==> src/rtl/wptr_gray_ctrl.sv <==
// ---------------------------------------------------------------------------
// wptr_gray_ctrl
//
// Write-side pointer controller for an asynchronous FIFO. Keeps the binary
// write pointer, publishes its Gray-coded copy to the read domain, brings the
// read domain's Gray pointer across through a flop synchronizer, and derives
// full / almost-full / occupancy / sticky-overflow status.
//
// Parameters
//   ADDR_WIDTH  : FIFO depth is 2**ADDR_WIDTH entries
//   SYNC_STAGES : flops in the read-pointer synchronizer (2..4)
//   AFULL_LVL   : occupancy at which walmost_full asserts (1..2**ADDR_WIDTH)
//
// Ports
//   wclk         in   write clock (only clock of this block)
//   wrst_n       in   synchronous active-low reset
//   winc         in   write request
//   rptr_gray    in   Gray read pointer, asynchronous to wclk
//   wovf_clr     in   clear for the sticky overflow flag
//   waddr        out  RAM write address
//   wptr_gray    out  Gray write pointer for the read domain
//   wfull        out  FIFO full
//   walmost_full out  occupancy >= AFULL_LVL
//   wlevel       out  write-side occupancy, 0..2**ADDR_WIDTH
//   wovf         out  sticky overflow (write attempted while full)
//
// Every output comes straight from a flop; the "next" values are computed
// from the post-write pointer so that status reflects an accepted write on
// the same edge that accepts it.
// ---------------------------------------------------------------------------
module wptr_gray_ctrl #(
  parameter int ADDR_WIDTH  = 3,
  parameter int SYNC_STAGES = 2,
  parameter int AFULL_LVL   = 6
) (
  input  logic                  wclk,
  input  logic                  wrst_n,
  input  logic                  winc,
  input  logic [ADDR_WIDTH:0]   rptr_gray,
  input  logic                  wovf_clr,
  output logic [ADDR_WIDTH-1:0] waddr,
  output logic [ADDR_WIDTH:0]   wptr_gray,
  output logic                  wfull,
  output logic                  walmost_full,
  output logic [ADDR_WIDTH:0]   wlevel,
  output logic                  wovf
);

  localparam int PTR_W = ADDR_WIDTH + 1;

  // Full means the write pointer is exactly one lap ahead of the read
  // pointer. In Gray code that is "top two bits inverted, rest equal".
  localparam logic [PTR_W-1:0] FULL_MASK = PTR_W'(3) << (ADDR_WIDTH - 1);

  localparam logic [PTR_W-1:0] AFULL_THR = PTR_W'(AFULL_LVL);

  // -------------------------------------------------------------------------
  // State
  // -------------------------------------------------------------------------
  logic [PTR_W-1:0] wbin_reg;
  logic [PTR_W-1:0] wgray_reg;
  logic [PTR_W-1:0] wlevel_reg;
  logic             wfull_reg;
  logic             wafull_reg;
  logic             wovf_reg;

  // Read-pointer synchronizer; index 0 is the flop that samples rptr_gray.
  logic [SYNC_STAGES-1:0][PTR_W-1:0] sync_reg;

  // -------------------------------------------------------------------------
  // Combinational next-state
  // -------------------------------------------------------------------------
  logic [PTR_W-1:0] rq_gray;
  logic [PTR_W-1:0] rq_bin;
  logic             wen;
  logic [PTR_W-1:0] wbin_next;
  logic [PTR_W-1:0] wgray_next;
  logic [PTR_W-1:0] wlevel_next;
  logic             wfull_next;
  logic             wafull_next;
  logic             ovf_set;
  logic             wovf_next;

  assign rq_gray = sync_reg[SYNC_STAGES-1];

  // Gray to binary: each binary bit is the XOR of all Gray bits at or above
  // it. Written as an independent reduction per bit so no bit of rq_bin
  // depends on another bit of rq_bin.
  generate
    for (genvar gi = 0; gi < PTR_W; gi++) begin : g_rq_bin
      assign rq_bin[gi] = ^rq_gray[ADDR_WIDTH:gi];
    end
  endgenerate

  always_comb begin
    wen         = winc & ~wfull_reg;
    wbin_next   = wbin_reg + PTR_W'(wen);
    wgray_next  = wbin_next ^ (wbin_next >> 1);
    // Modular subtraction is correct across the pointer rollover because
    // the pointers carry one extra lap bit.
    wlevel_next = wbin_next - rq_bin;
    wfull_next  = (wgray_next == (rq_gray ^ FULL_MASK));
    // A full FIFO has level 2**ADDR_WIDTH >= AFULL_LVL, so almost-full is
    // always set alongside full.
    wafull_next = (wlevel_next >= AFULL_THR);
    // New overflow takes priority over a clear on the same edge.
    ovf_set     = winc & wfull_reg;
    wovf_next   = ovf_set | (wovf_reg & ~wovf_clr);
  end

  // -------------------------------------------------------------------------
  // Registers
  // -------------------------------------------------------------------------
  always_ff @(posedge wclk) begin
    if (!wrst_n) begin
      sync_reg <= '0;
    end else if (SYNC_STAGES == 1) begin
      sync_reg <= rptr_gray;
    end else begin
      sync_reg <= {sync_reg[SYNC_STAGES-2:0], rptr_gray};
    end
  end

  always_ff @(posedge wclk) begin
    if (!wrst_n) begin
      wbin_reg   <= '0;
      wgray_reg  <= '0;
      wlevel_reg <= '0;
      wfull_reg  <= 1'b0;
      wafull_reg <= 1'b0;
      wovf_reg   <= 1'b0;
    end else begin
      wbin_reg   <= wbin_next;
      wgray_reg  <= wgray_next;
      wlevel_reg <= wlevel_next;
      wfull_reg  <= wfull_next;
      wafull_reg <= wafull_next;
      wovf_reg   <= wovf_next;
    end
  end

  // -------------------------------------------------------------------------
  // Outputs (flop-driven only)
  // -------------------------------------------------------------------------
  assign waddr        = wbin_reg[ADDR_WIDTH-1:0];
  assign wptr_gray    = wgray_reg;
  assign wlevel       = wlevel_reg;
  assign wfull        = wfull_reg;
  assign walmost_full = wafull_reg;
  assign wovf         = wovf_reg;

endmodule

==> config.mk <==
export PLATFORM = sky130hd
export DESIGN_NAME = wptr_gray_ctrl
export DESIGN_NICKNAME = d
export VERILOG_FILES = /design/src/rtl/wptr_gray_ctrl.sv
export SDC_FILE = /design/constraint.sdc
export NUM_CORES = 1
export LEC_CHECK = 0
export CAP_MARGIN = 20
export CORE_MARGIN = 1.5
export CORE_UTILIZATION = 42
export DETAILED_ROUTE_END_ITERATION = 10
export PLACE_DENSITY = 0.69
export SYNTH_ARGS = -nofsm -noshare
export SYNTH_HDL_FRONTEND = slang
export SYNTH_SLANG_ARGS = --single-unit
==> constraint.sdc <==
create_clock -name wclk -period 1.9 [get_ports wclk]
set_input_delay 0.285 -clock wclk [delete_from_list [all_inputs] [get_ports wclk]]
set_output_delay 0.285 -clock wclk [all_outputs]
set_load 0.005 [all_outputs]
==> out/results.tsv <==
stage	metric	value	unit
status	status	finished clean	
worst_setup_path	required time of the worst setup path	2.14	ns
timing	hold slack	0.378	ns
synthesis	yosys stat area	878	µm²
timing	final worst-path cycle share	97.7	%
synthesis	post-synthesis average cell area	10.8	µm²
global_routing	first-pass GRT wire length	2860	µm
floorplan	row count	16	
floorplan	Tap Count	27	
power_and_ir_drop	switch share	24.8	%
cts	clk ins delay skew pair	0.30	ns
routing	uppermost layer routed	met4	
timing	Setup TNS	0	ns
final_layout	logic share of the area	35.9	%
synthesis	Distinct cells, synth	22	
worst_setup_path	R2R Path Start	rq_gray[2]$_SDFF_PN0_	
power_and_ir_drop	power of the combinational group	276	µW
timing	final worst path period need	1.86	ns
final_layout	fillers	171	
floorplan	Die W	48.7	µm
power_and_ir_drop	P_leak	0.000559	µW
place	PortBufs	21	
synthesis	mux frac, synth	0	%
timing	Clock Skews	0.00116	ns
final_layout	final net count	133	
synthesis	sequential area share after synthesis	50.1	%
timing	Slew headroom	83.1	%
place	post-place instance area	0.00120	mm²
synthesis	register bit total from synthesis	22	
routing	Vias/cell	4.49	
final_layout	ANT cells	0	
synthesis	Async SR Flop Fraction	0	%
synthesis	Post-Synthesis Cells	81	
timing	fin worst setup slack	0.0446	ns
timing	final hold vios	0	
power_and_ir_drop	Tot Pwr	1050	µW
final_layout	clkbuf count	4	
global_routing	GRT Util Overall	16.4	%
worst_setup_path	CP Capture Type	flip-flop	
timing	Worst-Margin Slew	0.252	ns
synthesis	EDFF count, synth	0	
final_layout	Synth-to-Final Area Change	49.6	%
place	DP Cell Count	139	
synthesis	Adder Area Share	9.40	%
routing	met1 WL	665	µm
synthesis	Cell area leaders	dfxtp_1 50%, xnor2_1 9.0%, and2_1 7.8%, ha_1 7.1%, xor2_1 4.0%	
power_and_ir_drop	Reg power frac	49.5	%
synthesis	synthesized area	878	µm²
worst_hold_path	min-delay src	winc	
power_and_ir_drop	pwr dens	801	mW/mm²
floorplan	core area	0.00196	mm²
synthesis	Mapped Nets	95	
cts	htree depth	1	
cts	CTS tree	built	
routing	DR pass1 iterations	4	
routing	DR WL/cell	11.2	µm
final_layout	non-filler cells, final	145	
global_routing	Top Usage Layer GRT	met2	
worst_setup_path	worst path cell trace	xnor2_2 > xor2_2 > xnor2_1 > ha_2 > fa_2 > xnor2_1 > nand2_1 > o211ai_2	
floorplan	FP Util	44.8	%
worst_setup_path	arrival time worst endpoint	2.10	ns
power_and_ir_drop	sw power	261	µW
worst_hold_path	Hold Path Class	in -> reg	
power_and_ir_drop	Comb power frac	26.2	%
worst_setup_path	Crit Path Category	reg -> reg	
final_layout	most instantiated logic cells after routing	20 x clkdlybuf4s50_1, 20 x dfxtp_1, 13 x buf_4	
timing	endpoints failing setup	0	
place	pre-CTS WS	-0.543	ns
job	Tool Warnings	27	
final_layout	Flop Count	22	
routing	metal3 WL	74	µm
routing	DR WL met2	830	µm
cts	CTS buffer count	3	
worst_setup_path	CP max-delay cell	dfxtp_2	
cts	post-cts sizing count	13	
synthesis	Largest type area fraction	50.1	%
final_layout	Plain + repair buffers	34	
synthesis	Compound Share, Synth	4.42	%
final_layout	layout cells sized above 1	25.4	%
place	Post-DP HPWL	1220	µm
cts	Worst-path clk slew	0.12	ns
worst_setup_path	crit path launch type	flip-flop	
place	Final Wtd Congestion	0.756	
global_routing	met2 Track Usage GR	29.5	%
timing	fin. max-slew vios	0	
global_routing	antenna violations before repair	0	
timing	RSZ-0062 raised after global routing	true	
cts	CTS Root Buffer Type	clkbuf_4	
## critical path, delay by kind of cell (launching register included)
| kind | cells | cell delay (ns) |
|---|---|---|
| AOI/OAI and AO/OA | 1 | 0.14 |
| xor gates and xnor gates | 4 | 0.68 |
| adders and majority gates | 2 | 0.52 |
| DFF | 1 | 0.36 |
| and+or+nand+nor | 1 | 0.10 |
## final timing paths
kind / end / slack [ns] / cells after the start
setup / recovery: walmost_full$_SDFF_PN0_ / 0.04 / 8
hold / removal: wovf$_SDFF_PN0_ / 0.38 / 3
setup reg to reg: walmost_full$_SDFF_PN0_ / 0.04 / 8
hold reg to reg: rq_gray[1]$_SDFF_PN0_ / 0.44 / 1
==> images/gate_families.png <==
The bar under the picture is 10 µm long.
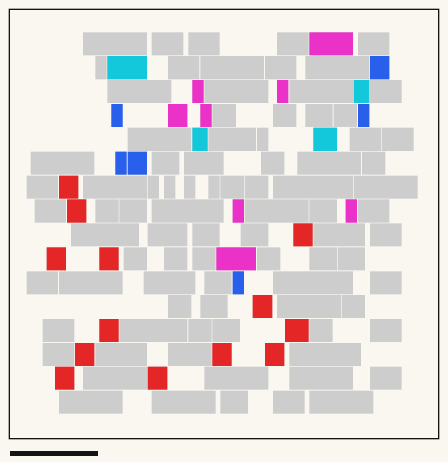
Cyan shows inverting AOI/OAI gates, cells 4. Red shows AND and OR gates, cells 13. Magenta shows NOR gates, cells 8. Blue shows NAND gates, cells 6.

==> images/clock_map.png <==
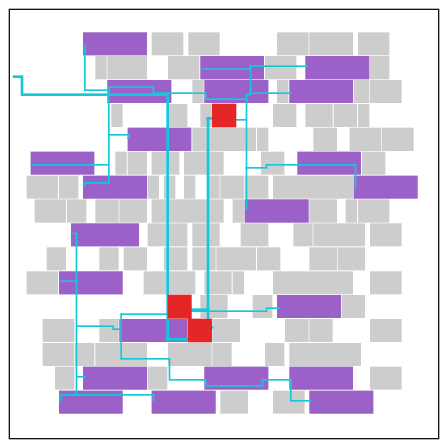
Red shows cells driving clock nets, count 3. Cyan shows clock wires, length 273 µm. Purple shows flip-flops, count 22.
There are 4 routed clock nets.

Power and IR drop assume default switching activity.
